<file path="src/rtl/memory_arbiter_if.sv">
// Bus bundle between the arbiter, its two requesters (fetch and data) and the shared memory.
// The master modport is the arbiter's view; the slave modport is the environment's view.
interface memory_arbiter_if;
  localparam int unsigned AddrW = 32;
  localparam int unsigned DataW = 32;

  logic             if_req;
  logic [AddrW-1:0] if_addr;
  logic             if_ack;
  logic [DataW-1:0] if_rdata;

  logic             d_req;
  logic             d_we;
  logic [AddrW-1:0] d_addr;
  logic [DataW-1:0] d_wdata;
  logic             d_ack;
  logic [DataW-1:0] d_rdata;

  logic             mem_en;
  logic             mem_we;
  logic [AddrW-1:0] mem_addr;
  logic [DataW-1:0] mem_wdata;
  logic [DataW-1:0] mem_rdata;
  logic             mem_ready;

  modport master (
    input  if_req, if_addr, d_req, d_we, d_addr, d_wdata, mem_rdata, mem_ready,
    output if_ack, if_rdata, d_ack, d_rdata, mem_en, mem_we, mem_addr, mem_wdata
  );

  modport slave (
    output if_req, if_addr, d_req, d_we, d_addr, d_wdata, mem_rdata, mem_ready,
    input  if_ack, if_rdata, d_ack, d_rdata, mem_en, mem_we, mem_addr, mem_wdata
  );
endinterface

</file>
<file path="src/rtl/memory_arbiter.sv">
// Round-robin arbiter sharing one memory port between instruction fetch and data accesses,
// with a wait-state timeout that completes the access with err instead of hanging.
module memory_arbiter (
  input  logic                    clk,
  input  logic                    reset,
  memory_arbiter_if.master        bus,
  output logic                    busy,
  output logic                    err
);
  localparam int unsigned AddrW = 32;
  localparam int unsigned DataW = 32;
  localparam int unsigned CntW  = 4;
  // Count seen in the 15th ready-less BUSY cycle; one more miss reaches 15 and times out.
  localparam logic [CntW-1:0] LastWait = CntW'(14);
  localparam logic GrantFetch = 1'b0;
  localparam logic GrantData  = 1'b1;

  typedef enum logic [1:0] {
    IDLE = 2'd0,
    BUSY = 2'd1,
    RESP = 2'd2
  } stateT;

  stateT            state, stateNext;
  logic [CntW-1:0]  waitCnt, waitCntNext;
  logic             lastGrant, lastGrantNext;
  logic             memEn, memEnNext;
  logic             memWe, memWeNext;
  logic [AddrW-1:0] memAddr, memAddrNext;
  logic [DataW-1:0] memWdata, memWdataNext;
  logic             ifAck, ifAckNext;
  logic             dAck, dAckNext;
  logic [DataW-1:0] ifRdata, ifRdataNext;
  logic [DataW-1:0] dRdata, dRdataNext;
  logic             busyNext, errNext;
  logic             fetchWins;

  assign bus.mem_en    = memEn;
  assign bus.mem_we    = memWe;
  assign bus.mem_addr  = memAddr;
  assign bus.mem_wdata = memWdata;
  assign bus.if_ack    = ifAck;
  assign bus.d_ack     = dAck;
  assign bus.if_rdata  = ifRdata;
  assign bus.d_rdata   = dRdata;

  // Next-state, grant, completion and output-register decode.
  always_comb begin
    stateNext     = state;
    waitCntNext   = waitCnt;
    lastGrantNext = lastGrant;
    memEnNext     = 1'b0;
    memWeNext     = memWe;
    memAddrNext   = memAddr;
    memWdataNext  = memWdata;
    ifAckNext     = 1'b0;
    dAckNext      = 1'b0;
    ifRdataNext   = ifRdata;
    dRdataNext    = dRdata;
    errNext       = 1'b0;
    // Fetch takes a tie only when data was granted last.
    fetchWins     = bus.if_req && (!bus.d_req || lastGrant == GrantData);

    unique case (state)
      IDLE: begin
        if (bus.if_req || bus.d_req) begin
          stateNext   = BUSY;
          waitCntNext = '0;
          memEnNext   = 1'b1;
          if (fetchWins) begin
            lastGrantNext = GrantFetch;
            memWeNext     = 1'b0;
            memAddrNext   = bus.if_addr;
            memWdataNext  = '0;
          end else begin
            lastGrantNext = GrantData;
            memWeNext     = bus.d_we;
            memAddrNext   = bus.d_addr;
            memWdataNext  = bus.d_wdata;
          end
        end
      end

      BUSY: begin
        memEnNext = 1'b1;
        if (bus.mem_ready || waitCnt == LastWait) begin
          stateNext = RESP;
          memEnNext = 1'b0;
          memWeNext = 1'b0;
          ifAckNext = (lastGrant == GrantFetch);
          dAckNext  = (lastGrant == GrantData);
          if (!bus.mem_ready) begin
            waitCntNext = waitCnt + CntW'(1);
            errNext     = 1'b1;
          end else if (lastGrant == GrantFetch) begin
            ifRdataNext = bus.mem_rdata;
          end else if (!memWe) begin
            dRdataNext = bus.mem_rdata;
          end
        end else begin
          waitCntNext = waitCnt + CntW'(1);
        end
      end

      RESP: begin
        stateNext = IDLE;
      end

      default: begin
        stateNext = IDLE;
      end
    endcase

    busyNext = (stateNext != IDLE);
  end

  // State and output registers.
  always_ff @(posedge clk or posedge reset) begin
    if (reset) begin
      state     <= IDLE;
      waitCnt   <= '0;
      lastGrant <= GrantData;
      memEn     <= 1'b0;
      memWe     <= 1'b0;
      memAddr   <= '0;
      memWdata  <= '0;
      ifAck     <= 1'b0;
      dAck      <= 1'b0;
      ifRdata   <= '0;
      dRdata    <= '0;
      busy      <= 1'b0;
      err       <= 1'b0;
    end else begin
      state     <= stateNext;
      waitCnt   <= waitCntNext;
      lastGrant <= lastGrantNext;
      memEn     <= memEnNext;
      memWe     <= memWeNext;
      memAddr   <= memAddrNext;
      memWdata  <= memWdataNext;
      ifAck     <= ifAckNext;
      dAck      <= dAckNext;
      ifRdata   <= ifRdataNext;
      dRdata    <= dRdataNext;
      busy      <= busyNext;
      err       <= errNext;
    end
  end
endmodule
</file>
<file path="src/flat_wrapper.sv">
// flat-port wrapper written by rule: the top's interface ports become plain ports
module memory_arbiter_flat 
  (clk, reset, busy, err, bus_if_req, bus_if_addr, bus_d_req, bus_d_we, bus_d_addr, bus_d_wdata, bus_mem_rdata, bus_mem_ready, bus_if_ack, bus_if_rdata, bus_d_ack, bus_d_rdata, bus_mem_en, bus_mem_we, bus_mem_addr, bus_mem_wdata);
  memory_arbiter_if bus_i ();
  input  logic clk;
  input  logic reset;
  output logic busy;
  output logic err;
  input wire logic [$bits(bus_i.if_req)-1:0] bus_if_req;
  input wire logic [$bits(bus_i.if_addr)-1:0] bus_if_addr;
  input wire logic [$bits(bus_i.d_req)-1:0] bus_d_req;
  input wire logic [$bits(bus_i.d_we)-1:0] bus_d_we;
  input wire logic [$bits(bus_i.d_addr)-1:0] bus_d_addr;
  input wire logic [$bits(bus_i.d_wdata)-1:0] bus_d_wdata;
  input wire logic [$bits(bus_i.mem_rdata)-1:0] bus_mem_rdata;
  input wire logic [$bits(bus_i.mem_ready)-1:0] bus_mem_ready;
  output wire logic [$bits(bus_i.if_ack)-1:0] bus_if_ack;
  output wire logic [$bits(bus_i.if_rdata)-1:0] bus_if_rdata;
  output wire logic [$bits(bus_i.d_ack)-1:0] bus_d_ack;
  output wire logic [$bits(bus_i.d_rdata)-1:0] bus_d_rdata;
  output wire logic [$bits(bus_i.mem_en)-1:0] bus_mem_en;
  output wire logic [$bits(bus_i.mem_we)-1:0] bus_mem_we;
  output wire logic [$bits(bus_i.mem_addr)-1:0] bus_mem_addr;
  output wire logic [$bits(bus_i.mem_wdata)-1:0] bus_mem_wdata;
  assign bus_i.if_req = bus_if_req;
  assign bus_i.if_addr = bus_if_addr;
  assign bus_i.d_req = bus_d_req;
  assign bus_i.d_we = bus_d_we;
  assign bus_i.d_addr = bus_d_addr;
  assign bus_i.d_wdata = bus_d_wdata;
  assign bus_i.mem_rdata = bus_mem_rdata;
  assign bus_i.mem_ready = bus_mem_ready;
  assign bus_if_ack = bus_i.if_ack;
  assign bus_if_rdata = bus_i.if_rdata;
  assign bus_d_ack = bus_i.d_ack;
  assign bus_d_rdata = bus_i.d_rdata;
  assign bus_mem_en = bus_i.mem_en;
  assign bus_mem_we = bus_i.mem_we;
  assign bus_mem_addr = bus_i.mem_addr;
  assign bus_mem_wdata = bus_i.mem_wdata;
  memory_arbiter u_core (.clk(clk), .reset(reset), .bus(bus_i), .busy(busy), .err(err));
endmodule
</file>
<file path="config.mk">
export PLATFORM = sky130hd
export DESIGN_NAME = memory_arbiter_flat
export DESIGN_NICKNAME = d
export VERILOG_FILES = /design/src/rtl/memory_arbiter_if.sv /design/src/rtl/memory_arbiter.sv /design/src/flat_wrapper.sv
export SDC_FILE = /design/constraint.sdc
export NUM_CORES = 1
export LEC_CHECK = 0
export CORE_MARGIN = 3
export CORE_UTILIZATION = 41
export CTS_CLUSTER_SIZE = 20
export DETAILED_ROUTE_END_ITERATION = 10
export PLACE_DENSITY = 0.9
export SETUP_SLACK_MARGIN = 0.1
export SLEW_MARGIN = 20
export SYNTH_ARGS = -nofsm -noshare
export SYNTH_HDL_FRONTEND = slang
export SYNTH_SLANG_ARGS = --single-unit
</file>
<file path="constraint.sdc">
create_clock -name clk -period 4.88 [get_ports clk]
set_input_delay 0.732 -clock clk [delete_from_list [all_inputs] [get_ports clk]]
set_output_delay 0.732 -clock clk [all_outputs]
set_load 0.005 [all_outputs]
</file>
==> run_1/clock_wires.png <==
Scale bar: 20 um.
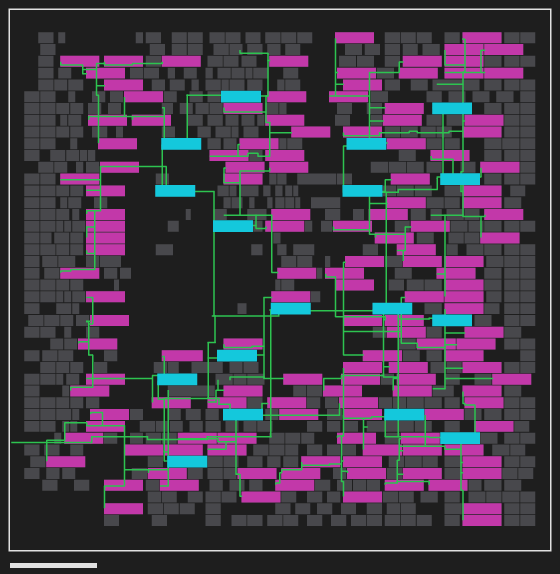
Magenta marks flip-flops, count 141. Cyan marks clock-net drivers, count 17. Green marks clock wires, length 1620 um.
Position of the flops: widely spread. There are 18 routed clock nets.

==> run_1/m2.png <==
Cells faint in the background.
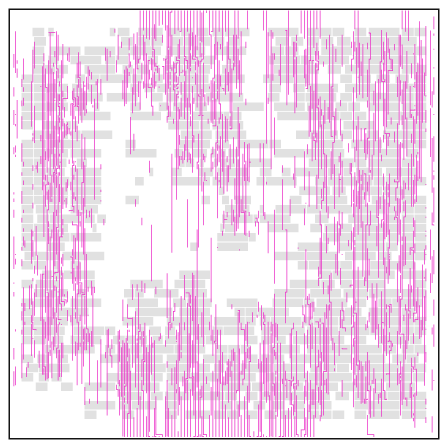
The layer holds 52% of the routed length. The wires run mostly vertical. 748 nets have wire on it.

==> run_1/congestion_map.png <==
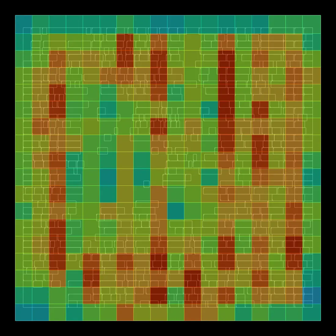
M1 GR Usage: 28.1%
Layout Utilization: 67.8%

==> impl_metrics.json, run 1 <==
{
  "outcome": "complete, no violations",
  "most-common-layout-cells": "clkdlybuf4s50_1, dfrtp_1, mux2_2",
  "gp_congestion": 0.821,
  "grt_pass1_wl_um": 28000,
  "sw_frac_of_total_pct": 30.0,
  "synthSimpleGateAreaFrac_pct": 2.86,
  "leakagePower_nw": 3.73,
  "timing.final.ws_setup_ps": 2060,
  "numCtsBuffers": 17,
  "common_cells": "dfrtp_1, mux2_2, o21ai_0",
  "pwr-share-comb_pct": 42.3,
  "intPower_mw": 4.20,
  "grt_pass1_vias": 4972,
  "min_path_cells": 1,
  "layout-area-overhead-vs-synth_pct": 58.5,
  "clk_pin_slew_ps": 60,
  "row_count": 42,
  "grt_setup_unrepaired": "no",
  "syn_inst": 416,
  "drt-pass1-iter-count": 5
}
-- run 1: per-stage QoR --
step | power, mW | hold slack (ps)
floorplan | 3.14 | 483
global placement | 4.52 | 476
detailed placement | 4.63 | 484
CTS | 6.04 | 508
global route | 6.30 | 514
finish | 6.00 | 506
-- run 1: cell families after synthesis --
| group | Yosys count |
|---|---|
| fa+ha+maj | 2 |
| compound gates | 141 |
| flops | 141 |
| mux | 64 |
| simple gates | 24 |
| buf+inv | 44 |
-- run 1: flip-flops by register name (all words and copies together) (netlist names), 2 cells and up --
name                  count
u_core.bus.d_rdata       32
u_core.bus.if_rdata      32
u_core.bus.mem_addr      32
u_core.bus.mem_wdata     32
u_core.waitCnt            4
u_core.state              2
## Run 2: what changed since run 1
--- a/config.mk
+++ b/config.mk
@@ -6,10 +6,10 @@
 export NUM_CORES = 1
 export LEC_CHECK = 0
 export CORE_MARGIN = 3
-export CORE_UTILIZATION = 41
+export CORE_UTILIZATION = 37
 export CTS_CLUSTER_SIZE = 20
 export DETAILED_ROUTE_END_ITERATION = 10
-export PLACE_DENSITY = 0.9
+export PLACE_DENSITY = 0.86
 export SETUP_SLACK_MARGIN = 0.1
 export SLEW_MARGIN = 20
 export SYNTH_ARGS = -nofsm -noshare
==> constraint.sdc (replaced) <==
create_clock -name clk -period 2.4 [get_ports clk]
set_input_delay 0.36 -clock clk [delete_from_list [all_inputs] [get_ports clk]]
set_output_delay 0.36 -clock clk [all_outputs]
set_load 0.005 [all_outputs]
==> run_2/clock_wires.png <==
Scale bar: 50 um.
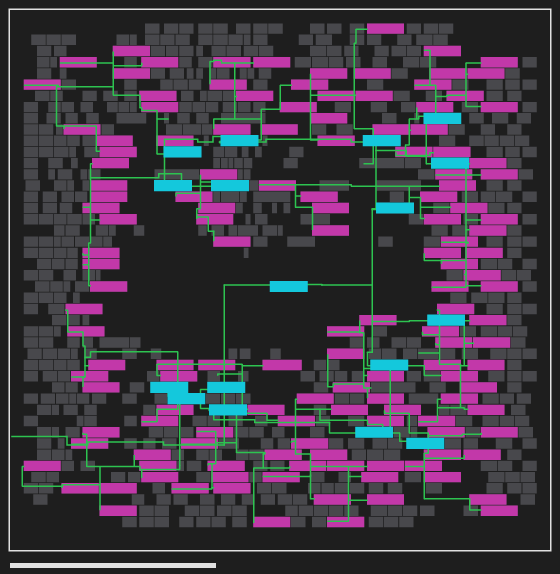
Green marks clock wires, length 1660 um. Cyan marks clock-net drivers, count 17. Magenta marks flip-flops, count 141.
There are 18 routed clock nets. Position of the flops: widely spread.

==> impl_metrics.json, run 2 <==
{
  "outcome": "complete, no violations",
  "grt_pass1_wl_um": 25900,
  "syn_area_per_cell_um2": 13.9,
  "layout-area-overhead-vs-synth_pct": 61.1,
  "grt_setup_unrepaired": "no",
  "syn_nets": 552,
  "largest_class": "sequential cells",
  "numCtsBuffers": 17,
  "synth_area_mm2": 0.00578,
  "gp_congestion": 0.774,
  "crit_chain": "clkdlybuf4s50_1 -> nor2_4 -> or2_1 -> buf_4 -> a22o_1",
  "fin_cells": 898,
  "synthSimpleGateAreaFrac_pct": 2.86,
  "timing.final.ws_setup_ps": 356,
  "yosysWarnings": 0,
  "yosys_cells": 416,
  "design_area_mm2": 0.00931,
  "leakagePower_nw": 3.78,
  "xor_share_pct": 0,
  "row_count": 45,
  "whs_ps": 483,
  "most-common-layout-cells": "clkdlybuf4s50_1, dfrtp_1, mux2_2",
  "syn_inst": 416,
  "common_cells": "dfrtp_1, mux2_2, o21ai_0",
  "drt-pass1-iter-count": 5,
  "clk_pin_slew_ps": 60,
  "grt_pass1_vias": 5021,
  "utilization_pct": 61.0
}
==> run_2/layers.png <==
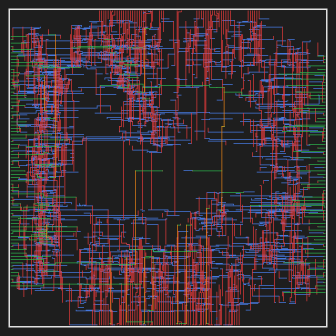
Green marks M3, wire length 1420 um. Red marks M2, wire length 8440 um. Blue marks M1, wire length 6640 um. Orange marks M4, wire length 429 um.
total track usage: 19.5%
WL final: 16900 um
per-cell routed wire length: 18.9 um
vias after detailed routing: 4716

-- run 2: cell types whose count changed in the layout (fill, tap and decap cells not counted), moves of 2 or more --
cell,previous run,this run
buf_12,0,4
bufinv_16,3,5
buf_4,6,9
clkinv_4,5,0
clkbuf_1,0,2
clkinv_2,0,2
-- run 2: layer usage --
layer | vias up | share of wire [%] | track usage [%]
li1 | 2113 | - | -
met1 | 2328 | 39 | 23.6
met2 | 245 | 50 | 32.6
met3 | 30 | 8.4 | 6.06
met4 | 0 | 2.5 | 7.20
met5 | - | 0 | 0
-- run 2: power breakdown --
group | switching [mW] | total (mW) | internal, mW
Sequential | 0.736 | 4.30 | 3.56
Clock | 0.949 | 2.85 | 1.90
Combinational | 1.80 | 5.16 | 3.36
No activity file was given, so power comes from the tool's default toggle rates.
